File: src/rtl/param_pipelined_core.sv
// rtl/param_pipelined_core.sv - four-stage move/shift core; PIPE_FWD_EN selects EX forwarding over ID stall
module param_pipelined_core #(
   parameter int DATA_W = 8,
   parameter int PC_W   = 8
) (
   input  logic              Clk,
   input  logic              Reset,
   input  logic              Run,
   output logic [PC_W-1:0]   Imem_Addr,
   input  logic [7:0]        Imem_Data,
   output logic              Wb_Valid,
   output logic [2:0]        Wb_Reg,
   output logic [DATA_W-1:0] Wb_Data
);

   localparam logic [1:0] OP_MOV = 2'b00;
   localparam logic [1:0] OP_SLL = 2'b01;
   localparam logic [1:0] OP_SRL = 2'b10;
   localparam logic [1:0] OP_JMP = 2'b11;

   // fetch state
   logic [PC_W-1:0]   pc;
   logic [PC_W-1:0]   pc_next;
   logic [PC_W-1:0]   jmp_offset;
   logic [1:0]        if_op;

   // IF/ID
   logic              if_id_valid;
   logic [7:0]        if_id_instr;

   // decode view of IF/ID
   logic [1:0]        id_op;
   logic [2:0]        id_rd;
   logic [2:0]        id_rs;
   logic [2:0]        id_src;
   logic [DATA_W-1:0] id_opnd;

   // ID/EX
   logic              id_ex_valid;
   logic [1:0]        id_ex_op;
   logic [2:0]        id_ex_rd;
   logic [2:0]        id_ex_imm;
   logic [DATA_W-1:0] id_ex_opnd;
`ifdef PIPE_FWD_EN
   logic [2:0]        id_ex_src;
`endif

   // execute
   logic [DATA_W-1:0] ex_opnd;
   logic [DATA_W-1:0] ex_result;

   // EX/WB
   logic              ex_wb_valid;
   logic [2:0]        ex_wb_rd;
   logic [DATA_W-1:0] ex_wb_data;

   // register file and write port
   logic [DATA_W-1:0] rf [8];
   logic              wb_we;

   logic              stall;

   // IF: jump target uses the sign-extended 6-bit offset, wrapping modulo the PC width
   assign if_op      = Imem_Data[7:6];
   assign jmp_offset = PC_W'($signed(Imem_Data[5:0]));
   assign pc_next    = (if_op == OP_JMP) ? (pc + jmp_offset) : (pc + PC_W'(1));
   assign Imem_Addr  = pc;

   // ID: MOV reads rs, shifts read-modify-write rd
   assign id_op  = if_id_instr[7:6];
   assign id_rd  = if_id_instr[5:3];
   assign id_rs  = if_id_instr[2:0];
   assign id_src = (id_op == OP_MOV) ? id_rs : id_rd;

   // a register written this cycle is seen by the ID read in the same cycle
   assign wb_we   = ex_wb_valid && Run;
   assign id_opnd = (wb_we && (ex_wb_rd == id_src)) ? ex_wb_data : rf[id_src];

`ifdef PIPE_FWD_EN
   // the producer one ahead is caught in EX, so ID never waits
   assign stall   = 1'b0;
   assign ex_opnd = (ex_wb_valid && (ex_wb_rd == id_ex_src)) ? ex_wb_data : id_ex_opnd;
`else
   // a producer one ahead has not reached WB yet; hold ID one cycle so write-through covers it
   assign stall   = if_id_valid && id_ex_valid && (id_ex_rd == id_src);
   assign ex_opnd = id_ex_opnd;
`endif

   // EX: shift amounts at or beyond the datapath width clear the result
   always_comb begin
      ex_result = ex_opnd;
      case (id_ex_op)
         OP_SLL:  ex_result = (int'(id_ex_imm) >= DATA_W) ? '0 : (ex_opnd << id_ex_imm);
         OP_SRL:  ex_result = (int'(id_ex_imm) >= DATA_W) ? '0 : (ex_opnd >> id_ex_imm);
         default: ex_result = ex_opnd;
      endcase
   end

   // WB outputs are forced quiet while reset is asserted
   assign Wb_Valid = wb_we && !Reset;
   assign Wb_Reg   = Reset ? 3'd0 : ex_wb_rd;
   assign Wb_Data  = Reset ? '0 : ex_wb_data;

   // PC and IF/ID: a jump redirects fetch and leaves a bubble behind
   always_ff @(posedge Clk) begin
      if (Reset) begin
         pc          <= '0;
         if_id_valid <= 1'b0;
         if_id_instr <= '0;
      end else if (Run && !stall) begin
         pc          <= pc_next;
         if_id_valid <= (if_op != OP_JMP);
         if_id_instr <= Imem_Data;
      end
   end

   // ID/EX: capture operand and control, inserting a bubble on a stall
   always_ff @(posedge Clk) begin
      if (Reset) begin
         id_ex_valid <= 1'b0;
         id_ex_op    <= '0;
         id_ex_rd    <= '0;
         id_ex_imm   <= '0;
         id_ex_opnd  <= '0;
`ifdef PIPE_FWD_EN
         id_ex_src   <= '0;
`endif
      end else if (Run) begin
         id_ex_valid <= if_id_valid && !stall;
         id_ex_op    <= id_op;
         id_ex_rd    <= id_rd;
         id_ex_imm   <= id_rs;
         id_ex_opnd  <= id_opnd;
`ifdef PIPE_FWD_EN
         id_ex_src   <= id_src;
`endif
      end
   end

   // EX/WB: destination and data only move with a valid instruction so they stay zero until the first write
   always_ff @(posedge Clk) begin
      if (Reset) begin
         ex_wb_valid <= 1'b0;
         ex_wb_rd    <= '0;
         ex_wb_data  <= '0;
      end else if (Run) begin
         ex_wb_valid <= id_ex_valid;
         if (id_ex_valid) begin
            ex_wb_rd   <= id_ex_rd;
            ex_wb_data <= ex_result;
         end
      end
   end

   // register file: reset loads each register with its own index
   always_ff @(posedge Clk) begin
      if (Reset) begin
         for (int i = 0; i < 8; i++) begin
            rf[i] <= DATA_W'(i);
         end
      end else if (wb_we) begin
         rf[ex_wb_rd] <= ex_wb_data;
      end
   end

endmodule

File: config.mk
export PLATFORM = sky130hd
export DESIGN_NAME = param_pipelined_core
export DESIGN_NICKNAME = d
export VERILOG_FILES = /design/src/rtl/param_pipelined_core.sv
export SDC_FILE = /design/constraint.sdc
export NUM_CORES = 1
export LEC_CHECK = 0
export CELL_PAD_IN_SITES_DETAIL_PLACEMENT = 1
export CELL_PAD_IN_SITES_GLOBAL_PLACEMENT = 2
export CORE_MARGIN = 2
export CORE_UTILIZATION = 24
export DETAILED_ROUTE_END_ITERATION = 8
export HOLD_SLACK_MARGIN = 0.12
export PLACE_DENSITY_LB_ADDON = 0.08
export SLEW_MARGIN = 20
export SYNTH_ARGS = -nofsm -noshare
export SYNTH_HDL_FRONTEND = slang
export SYNTH_SLANG_ARGS = --single-unit
File: constraint.sdc
create_clock -name Clk -period 4.15 [get_ports Clk]
set_clock_uncertainty 0.1 [all_clocks]
set_input_delay 1.245 -clock Clk [delete_from_list [all_inputs] [get_ports Clk]]
set_output_delay 1.245 -clock Clk [all_outputs]
set_load 0.01 [all_outputs]
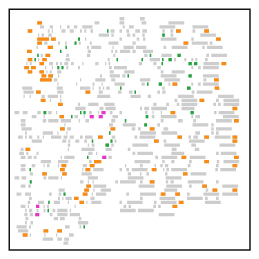
Figure 1: run 1, logic cells by family.
Drawn at 1.5 px/um.
- magenta: AND-OR and OR-AND gates (cells 6)
- orange: multiplexers (cells 74; where all over the die)
- green: NAND gates (cells 45)

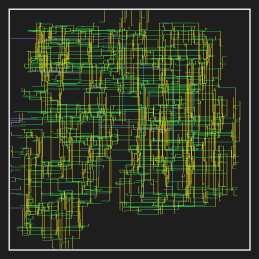
Figure 2: run 1, routed metal, one colour a layer.
Drawn at 1.5 px/um.
- cyan: metal 4 (wire length 317 um)
- green: metal 1 (wire length 8760 um)
- purple: metal 3 (wire length 324 um)
- yellow: metal 2 (wire length 8030 um)

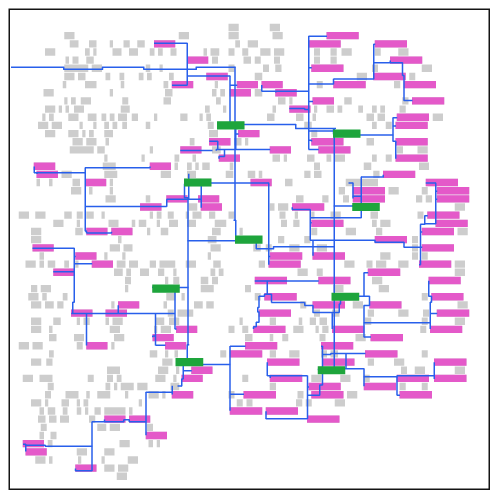
Figure 3: run 1, clock wires, drivers and flops.
Drawn at 3 px/um.
- blue: clock wires (length 1600 um)
- magenta: flip-flops (count 110)
- green: clock drivers (count 9)
- routed clock nets: 10
- flops lie: all over the die
source-to-sink clock delay at the later pin of the worst-skew pair: 360 ps
Clock group: 0.908 mW
Clock power frac: 0.374

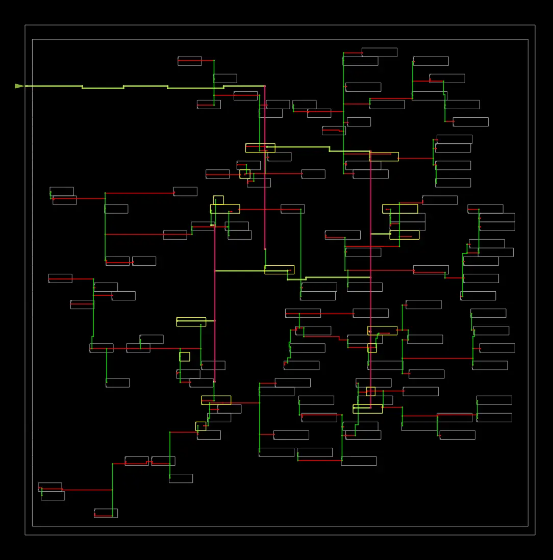
Figure 4: run 1, clock nets.
CTS Buf Count: 9
number of sequential cells in the layout: 110
TritonCTS Sinks: 110
Layout clock buffers: 9

[run 1: metal layers]
layer | up-vias | wire (um) | global-route usage
met3 | 15 | 323 | 0.0216
met5 | - | 0 | 0
li1 | 2038 | - | -
met1 | 2101 | 8760 | 0.197
met2 | 41 | 8030 | 0.227
met4 | 0 | 316 | 0.0434
[run 1: stage by stage]
stage | area (um^2) | setup WS [ps] | cells | hold WS [ps] | util
2_1_floorplan | 5800 | 667 | 551 | 350 | -
3_3_place_gp | 6450 | 42.8 | 883 | 364 | 0.273
3_5_place_dp | 6450 | 35.7 | 883 | 371 | 0.273
4_1_cts | 6750 | 276 | 899 | 382 | 0.286
5_1_grt | 6760 | 210 | 899 | 419 | 0.286
6_report | 6760 | 303 | 899 | 379 | 0.286
==> summary.rpt, run 1 <==
LOGIC SYNTHESIS
--------------------------------------------------------------------------
MUX area fraction                                                    0.133
Top cells by count, synth                                     sky130_fd_sc_hd__mux2i_1 (70), sky130_fd_sc_hd__edfxtp_1 (64), sky130_fd_sc_hd__and2_1 (53)
Largest area contributor in the netlist                       sky130_fd_sc_hd__edfxtp_1
Area share of and/or/nand/nor cells after synthesis                  0.198
Adders+Majority by Area                                             0.0185
Synth flops                                                            110
Netlist cell types                                                      58
Cell with the most instances after synthesis                  sky130_fd_sc_hd__mux2i_1
Synthesized area per cell                                        10.5 um^2
Async set-or-reset flop fraction in the synthesized netlist              0
Number of warnings issued by yosys                                       0
# Cells Yosys                                                          551
Synth top area cells                                          sky130_fd_sc_hd__edfxtp_1 (33%), sky130_fd_sc_hd__dfxtp_1 (16%), sky130_fd_sc_hd__mux2i_1 (12%)
Mapped Nets                                                            570

DRT
--------------------------------------------------------------------------
Pre-antenna DRT Iters                                                    6
Detailed-route DRC error count                                           0
Routed wirelength normalized by instance count                     19.4 um
Via-per-instance ratio                                                4.67
Antenna Violating Nets Remaining                                         0

WORST SETUP PATH
--------------------------------------------------------------------------
CP arrival                                                         2500 ps
Worst path max stage delay                                          560 ps
Reg-to-reg critical path startpoint                           if_id_instr[7]
Worst-case register-to-register setup slack                        1270 ps
Startpoint types                                                input port
Worst Reg2Reg Path Length in Cells                                       7
Worst-path cell with the longest stage delay                  sky130_fd_sc_hd__clkdlybuf4s50_1
Cell chain of the critical path                               clkdlybuf4s50_1 -> nand2b_1 -> nor2_1 -> clkdlybuf4s50_1
CP required                                                        2800 ps
Crit. path cell count                                                    4
Cell mode on critical path                                    sky130_fd_sc_hd__clkdlybuf4s50_1
Kind of end point of the critical path                        primary output

CLOCK TREE
--------------------------------------------------------------------------
Clock transition at the registers of the reported paths              80 ps
Number of buffers between clock root and the deepest sink                2
Cell at the root of the clock tree                            sky130_fd_sc_hd__clkbuf_16
Buffers inserted by post-CTS timing repair                               0
Clock H-tree levels                                                      3

LAYOUT
--------------------------------------------------------------------------
Non-CTS inverters                                                       16
Fillcell total                                                        2665
Post-layout nets                                                       594
Synthesis-to-layout area growth                                      16.4%
Area occupied by multi-input gates                               2710 um^2
Number of flip-flops under the largest register name                    64
Top class by area                                             sequential cells
Ratio of cells with drive above 1 in the final layout                0.105
Largest register by flop count                                          rf

STA
--------------------------------------------------------------------------
Post-route setup TNS                                                  0 ps
Final Max Slew Viols                                                     0

GLOBAL ROUTING
--------------------------------------------------------------------------
Initial antenna violation count                                          0
Remaining global-route overflow                                          0
Gr usage total                                                       0.142

FLOORPLANNING
--------------------------------------------------------------------------
IO Count                                                                31
X dimension of the die                                              160 um

HOLD PATH
--------------------------------------------------------------------------
Worst hold start                                               ex_wb_valid
Worst Hold Class                                              flop to flop
Number of cells on the worst hold path                                   2

POWER
--------------------------------------------------------------------------
Maximum vdd ir drop                                               0.137 mV
Power of the sequential group                                      1.25 mW
Switching share of total power                                       0.265
Combinational Power Share                                            0.114
Power per cell area                                            360 nW/um^2
Register share of total power                                        0.513
Internal power of the cells                                        1.78 mW

STATUS
--------------------------------------------------------------------------
Result of the run                                             finished, final reports clean

PLACEMENT
--------------------------------------------------------------------------
RePlAce Congestion                                                   0.726

RUN
--------------------------------------------------------------------------
Maximum Capacitance Violations                                           0

## Run 2: what changed since run 1
--- a/config.mk
+++ b/config.mk
@@ -8,7 +8,7 @@
 export CELL_PAD_IN_SITES_DETAIL_PLACEMENT = 1
 export CELL_PAD_IN_SITES_GLOBAL_PLACEMENT = 2
 export CORE_MARGIN = 2
-export CORE_UTILIZATION = 24
+export CORE_UTILIZATION = 30
 export DETAILED_ROUTE_END_ITERATION = 8
 export HOLD_SLACK_MARGIN = 0.12
 export PLACE_DENSITY_LB_ADDON = 0.08
==> constraint.sdc (replaced) <==
create_clock -name Clk -period 4 [get_ports Clk]
set_clock_uncertainty 0.1 [all_clocks]
set_input_delay 1.2 -clock Clk [delete_from_list [all_inputs] [get_ports Clk]]
set_output_delay 1.2 -clock Clk [all_outputs]
set_load 0.01 [all_outputs]
==> run 2 against run 1 <==
First-iteration DRC count down 16%. Cell count down 6.3%. Highest routed layer unchanged. Global-route usage up 2.8 points. Synthesized cell count unchanged. Wire length down 6.7%. Critical path type unchanged. Hold slack better by 9.8 ps. Largest cell class unchanged.
==> summary.rpt, run 2 <==
LAYOUT
--------------------------------------------------------------------------
Synthesis-to-layout area growth                                      15.5%
Top class by area                                             sequential cells
Post-layout nets                                                       596
Number of flip-flops under the largest register name                    64
Non-CTS inverters                                                       16

CLOCK TREE
--------------------------------------------------------------------------
Clock H-tree levels                                                      3
Buffers inserted by post-CTS timing repair                               0
Cell at the root of the clock tree                            sky130_fd_sc_hd__clkbuf_16
CTS Buf Count                                                            9

PLACEMENT
--------------------------------------------------------------------------
Number of cells in the design after placement                          826

WORST SETUP PATH
--------------------------------------------------------------------------
Worst-case register-to-register setup slack                        1280 ps
CP arrival                                                         2610 ps
Kind of end point of the critical path                        primary output
Worst path max stage delay                                          580 ps
Cell mode on critical path                                    sky130_fd_sc_hd__clkdlybuf4s50_1
Startpoint types                                                input port
Worst-path cell with the longest stage delay                  sky130_fd_sc_hd__clkdlybuf4s50_1

DRT
--------------------------------------------------------------------------
Pre-antenna DRT Iters                                                    4
Via-per-instance ratio                                                4.91
Wire length on met3                                                 347 um
Antenna Violating Nets Remaining                                         0

HOLD PATH
--------------------------------------------------------------------------
Number of cells on the worst hold path                                   2
Worst Hold Class                                              flop to flop

LOGIC SYNTHESIS
--------------------------------------------------------------------------
Async set-or-reset flop fraction in the synthesized netlist              0
Synth flops                                                            110
Top cells by count, synth                                     sky130_fd_sc_hd__mux2i_1 (70), sky130_fd_sc_hd__edfxtp_1 (64), sky130_fd_sc_hd__and2_1 (53)
Cell with the most instances after synthesis                  sky130_fd_sc_hd__mux2i_1
# Cells Yosys                                                          551
Largest area contributor in the netlist                       sky130_fd_sc_hd__edfxtp_1

GLOBAL ROUTING
--------------------------------------------------------------------------
Met3 Track Usage GR                                                 0.0208
Most used routing layer in global routing                             met2
Met2 global-route usage                                              0.279

POWER
--------------------------------------------------------------------------
Power per cell area                                            376 nW/um^2
Switching share of total power                                       0.271
Register share of total power                                        0.513
Internal power of the cells                                        1.84 mW
Clock group                                                       0.942 mW
Maximum vdd ir drop                                               0.207 mV
Power of the sequential group                                      1.29 mW

STATUS
--------------------------------------------------------------------------
Result of the run                                             finished, final reports clean

FLOORPLANNING
--------------------------------------------------------------------------
IO Count                                                                31
X dimension of the die                                              143 um

STA
--------------------------------------------------------------------------
Final Max Slew Viols                                                     0

run 2: netlist changes by cell type in the layout (fill, tap and decap cells not counted):
cell and change:
sky130_fd_sc_hd__buf_4 +2, sky130_fd_sc_hd__bufinv_16 -1, sky130_fd_sc_hd__clkbuf_16 +1, sky130_fd_sc_hd__clkinv_8 +1, sky130_fd_sc_hd__clkinvlp_4 -2, sky130_fd_sc_hd__inv_6 +1
run 2: cells by family (layout without fill, tap and decap cells):
| family | Yosys count | in the layout | synth area share |
|---|---|---|---|
| flops | 110 | 110 | 0.490 |
| compound gates | 91 | 91 | 0.108 |
| mux | 74 | 74 | 0.133 |
| fa+ha+maj | 8 | 8 | 0.0185 |
| xor+xnor | 6 | 6 | 0.00906 |
| buf+inv | 52 | 83 | 0.0440 |
| simple gates | 210 | 210 | 0.198 |
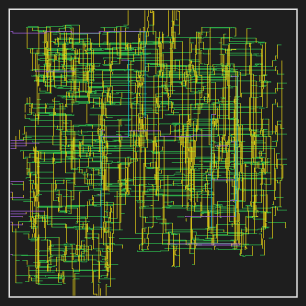
Figure 5: run 2, routed metal, one colour a layer.
Drawn at 2 px/um.
- yellow: metal 2 (wire length 7550 um)
- cyan: metal 4 (wire length 285 um)
- purple: metal 3 (wire length 348 um)
- green: metal 1 (wire length 8090 um)
routed wirelength normalized by instance count: 19.3 um
Routed Wire Length: 16.3 mm
total number of vias: 4136

## Run 3: what changed since run 2
--- a/config.mk
+++ b/config.mk
@@ -5,6 +5,7 @@
 export SDC_FILE = /design/constraint.sdc
 export NUM_CORES = 1
 export LEC_CHECK = 0
+export ABC_AREA = 1
 export CELL_PAD_IN_SITES_DETAIL_PLACEMENT = 1
 export CELL_PAD_IN_SITES_GLOBAL_PLACEMENT = 2
 export CORE_MARGIN = 2
@@ -16,3 +17,4 @@
 export SYNTH_ARGS = -nofsm -noshare
 export SYNTH_HDL_FRONTEND = slang
 export SYNTH_SLANG_ARGS = --single-unit
+export TNS_END_PERCENT = 20
==> constraint.sdc (replaced) <==
create_clock -name Clk -period 4 [get_ports Clk]
set_clock_uncertainty 0.1 [all_clocks]
set_input_delay 1.2 -clock Clk [delete_from_list [all_inputs] [get_ports Clk]]
set_output_delay 1.2 -clock Clk [all_outputs]
set_load 0.1 [all_outputs]
==> run 3 against run 2 <==
Sequential share of layout area shrank 0.17 points. Clock power shrank 8.2%. Non-clock buffer count shrank 12. Wire length grew 12%. Largest cell class unchanged.
==> summary.rpt, run 3 <==
WORST SETUP PATH
----------------------------------------------------------------------------------
Maximum fanout along the worst path                                             12
Worst-path cell with the longest stage delay                          sky130_fd_sc_hd__clkdlybuf4s50_1
CP arrival                                                                 2420 ps
CP required                                                                2700 ps
Critical path destination                                               Wb_Data[1]
Worst Reg2Reg Path Length in Cells                                              11
Family of cells with the greatest summed delay on the critical path   buffers and inverters
Kind of end point of the critical path                                primary output
Startpoint types                                                        input port
Worst path max stage delay                                                  500 ps
Reg-to-reg critical path startpoint                                   if_id_instr[6]
Crit. path cell count                                                            4
Cell chain of the critical path                                       clkdlybuf4s50_1 -> buf_4 -> nor2_1 -> buf_12
Worst-case register-to-register setup slack                                1660 ps

FLOORPLANNING
----------------------------------------------------------------------------------
X dimension of the die                                                      143 um
IO Count                                                                        31

STA
----------------------------------------------------------------------------------
Total setup violations reported at the end of the flow                           0
Post-route setup TNS                                                          0 ps
Fin Hold WS                                                                 399 ps
Worst Max-Slew Pin Slew                                                     937 ps
Minimum setup slack in the final design                                     285 ps
Final Max Slew Viols                                                             0

GLOBAL ROUTING
----------------------------------------------------------------------------------
Met2 global-route usage                                                      0.334
Global routing usage on met1                                                 0.244
Remaining global-route overflow                                                  0
Met3 Track Usage GR                                                         0.0181
Initial antenna violation count                                                  0
Most used routing layer in global routing                                     met2
Gr usage total                                                               0.188

DRT
----------------------------------------------------------------------------------
Total number of vias                                                          5008
Routed Wire Length                                                         18.2 mm
Pre-antenna DRT Iters                                                            4
Via-per-instance ratio                                                        4.76
Wire length on met2                                                        9.11 mm
Antenna Violating Nets Remaining                                                 0
DR top layer                                                                  met4
Routed wirelength normalized by instance count                             17.3 um
Detailed-route DRC error count                                                   0
Wire length on met1                                                        8.46 mm
Wire length on met3                                                         393 um

LOGIC SYNTHESIS
----------------------------------------------------------------------------------
Synth top area cells                                                  sky130_fd_sc_hd__edfxtp_1 (33%), sky130_fd_sc_hd__dfxtp_1 (16%), sky130_fd_sc_hd__nand2_1 (14%)
Top cells by count, synth                                             sky130_fd_sc_hd__nand2_1 (209), sky130_fd_sc_hd__nor2_1 (117), sky130_fd_sc_hd__inv_1 (77)
# Cells Yosys                                                                  763
Synth flops                                                                    110
Number of warnings issued by yosys                                               0
Netlist Area Pre-Place                                                   5790 um^2
Cell with the most instances after synthesis                          sky130_fd_sc_hd__nand2_1
Number of enable flip-flop cells                                                64
Netlist cell types                                                              34
Post-synth top area share                                                    0.332
Mapped Cells                                                                   763
Synthesized area per cell                                                7.59 um^2
Largest area contributor in the netlist                               sky130_fd_sc_hd__edfxtp_1
Mapped Nets                                                                    782
Async set-or-reset flop fraction in the synthesized netlist                      0

CLOCK TREE
----------------------------------------------------------------------------------
TritonCTS Sinks                                                                110
Number of buffers between clock root and the deepest sink                        2
Clock transition at the registers of the reported paths                      70 ps
Buffers inserted by post-CTS timing repair                                       0
CTS Buf Count                                                                    9
Post-CTS Hold Buffers                                                            0
Clock H-tree levels                                                              3
Cell at the root of the clock tree                                    sky130_fd_sc_hd__clkbuf_16
Source-to-sink clock delay at the later pin of the worst-skew pair          360 ps

LAYOUT
----------------------------------------------------------------------------------
Post-layout nets                                                               807
Largest register by flop count                                                  rf
Number of non-filler instances in the completed layout                        1053
Ratio of cells with drive above 1 in the final layout                       0.0870
Synthesis-to-layout area growth                                              16.2%
Number of flip-flops under the largest register name                            64
Utilization after layout                                                     0.357
Post-route standard cell area excluding fillers                          6730 um^2

POWER
----------------------------------------------------------------------------------
Maximum vdd ir drop                                                       0.216 mV
Power per cell area                                                    387 nW/um^2

STATUS
----------------------------------------------------------------------------------
Result of the run                                                     finished, final reports clean

HOLD PATH
----------------------------------------------------------------------------------
Number of cells on the worst hold path                                           2
Worst Hold Class                                                      flop to flop
Worst hold start                                                       id_ex_rd[1]

PLACEMENT
----------------------------------------------------------------------------------
Post-detail-place hpwl                                                     13.4 mm
Post-Place Cell Area                                                     6450 um^2
RePlAce Congestion                                                           0.810
Number of cells in the design after placement                                 1037
Setup WS pre-CTS                                                            250 ps

RUN
----------------------------------------------------------------------------------
Maximum Capacitance Violations                                                   0

## run 3: final cells by class
class,instances,area [um^2]
Multi-Input combinational cell,539,2480
Inverter,89,337
Tap cell,260,325
Sequential cell,110,2840
Clock inverter,7,50.0
Fill cell,2282,12100
Timing Repair Buffer,39,468
Clock buffer,9,225
## run 3: cells by family after synthesis
logic type               count (synthesis)  share of synthesized area
adder cells (fa/ha/maj)                  8                     0.0186
buffers and inverters                  114                     0.0813
AND/OR/NAND/NOR                        409                      0.290
AND-OR/OR-AND                          114                      0.107
XOR/XNOR                                 6                    0.00908
flip-flops                             110                      0.491
multiplexers                             2                    0.00346
## run 3: power by group
group | internal, mW | switching (mW)
combinational | 0.129 | 0.330
sequential | 1.24 | 0.0410
clock | 0.426 | 0.439
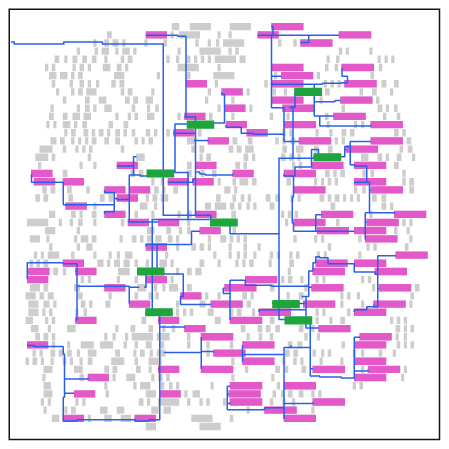
Figure 6: run 3, clock wires, drivers and flops.
Drawn at 3 px/um.
Clock group: 0.865 mW
Clock power frac: 0.332

Power and IR drop assume default switching activity.
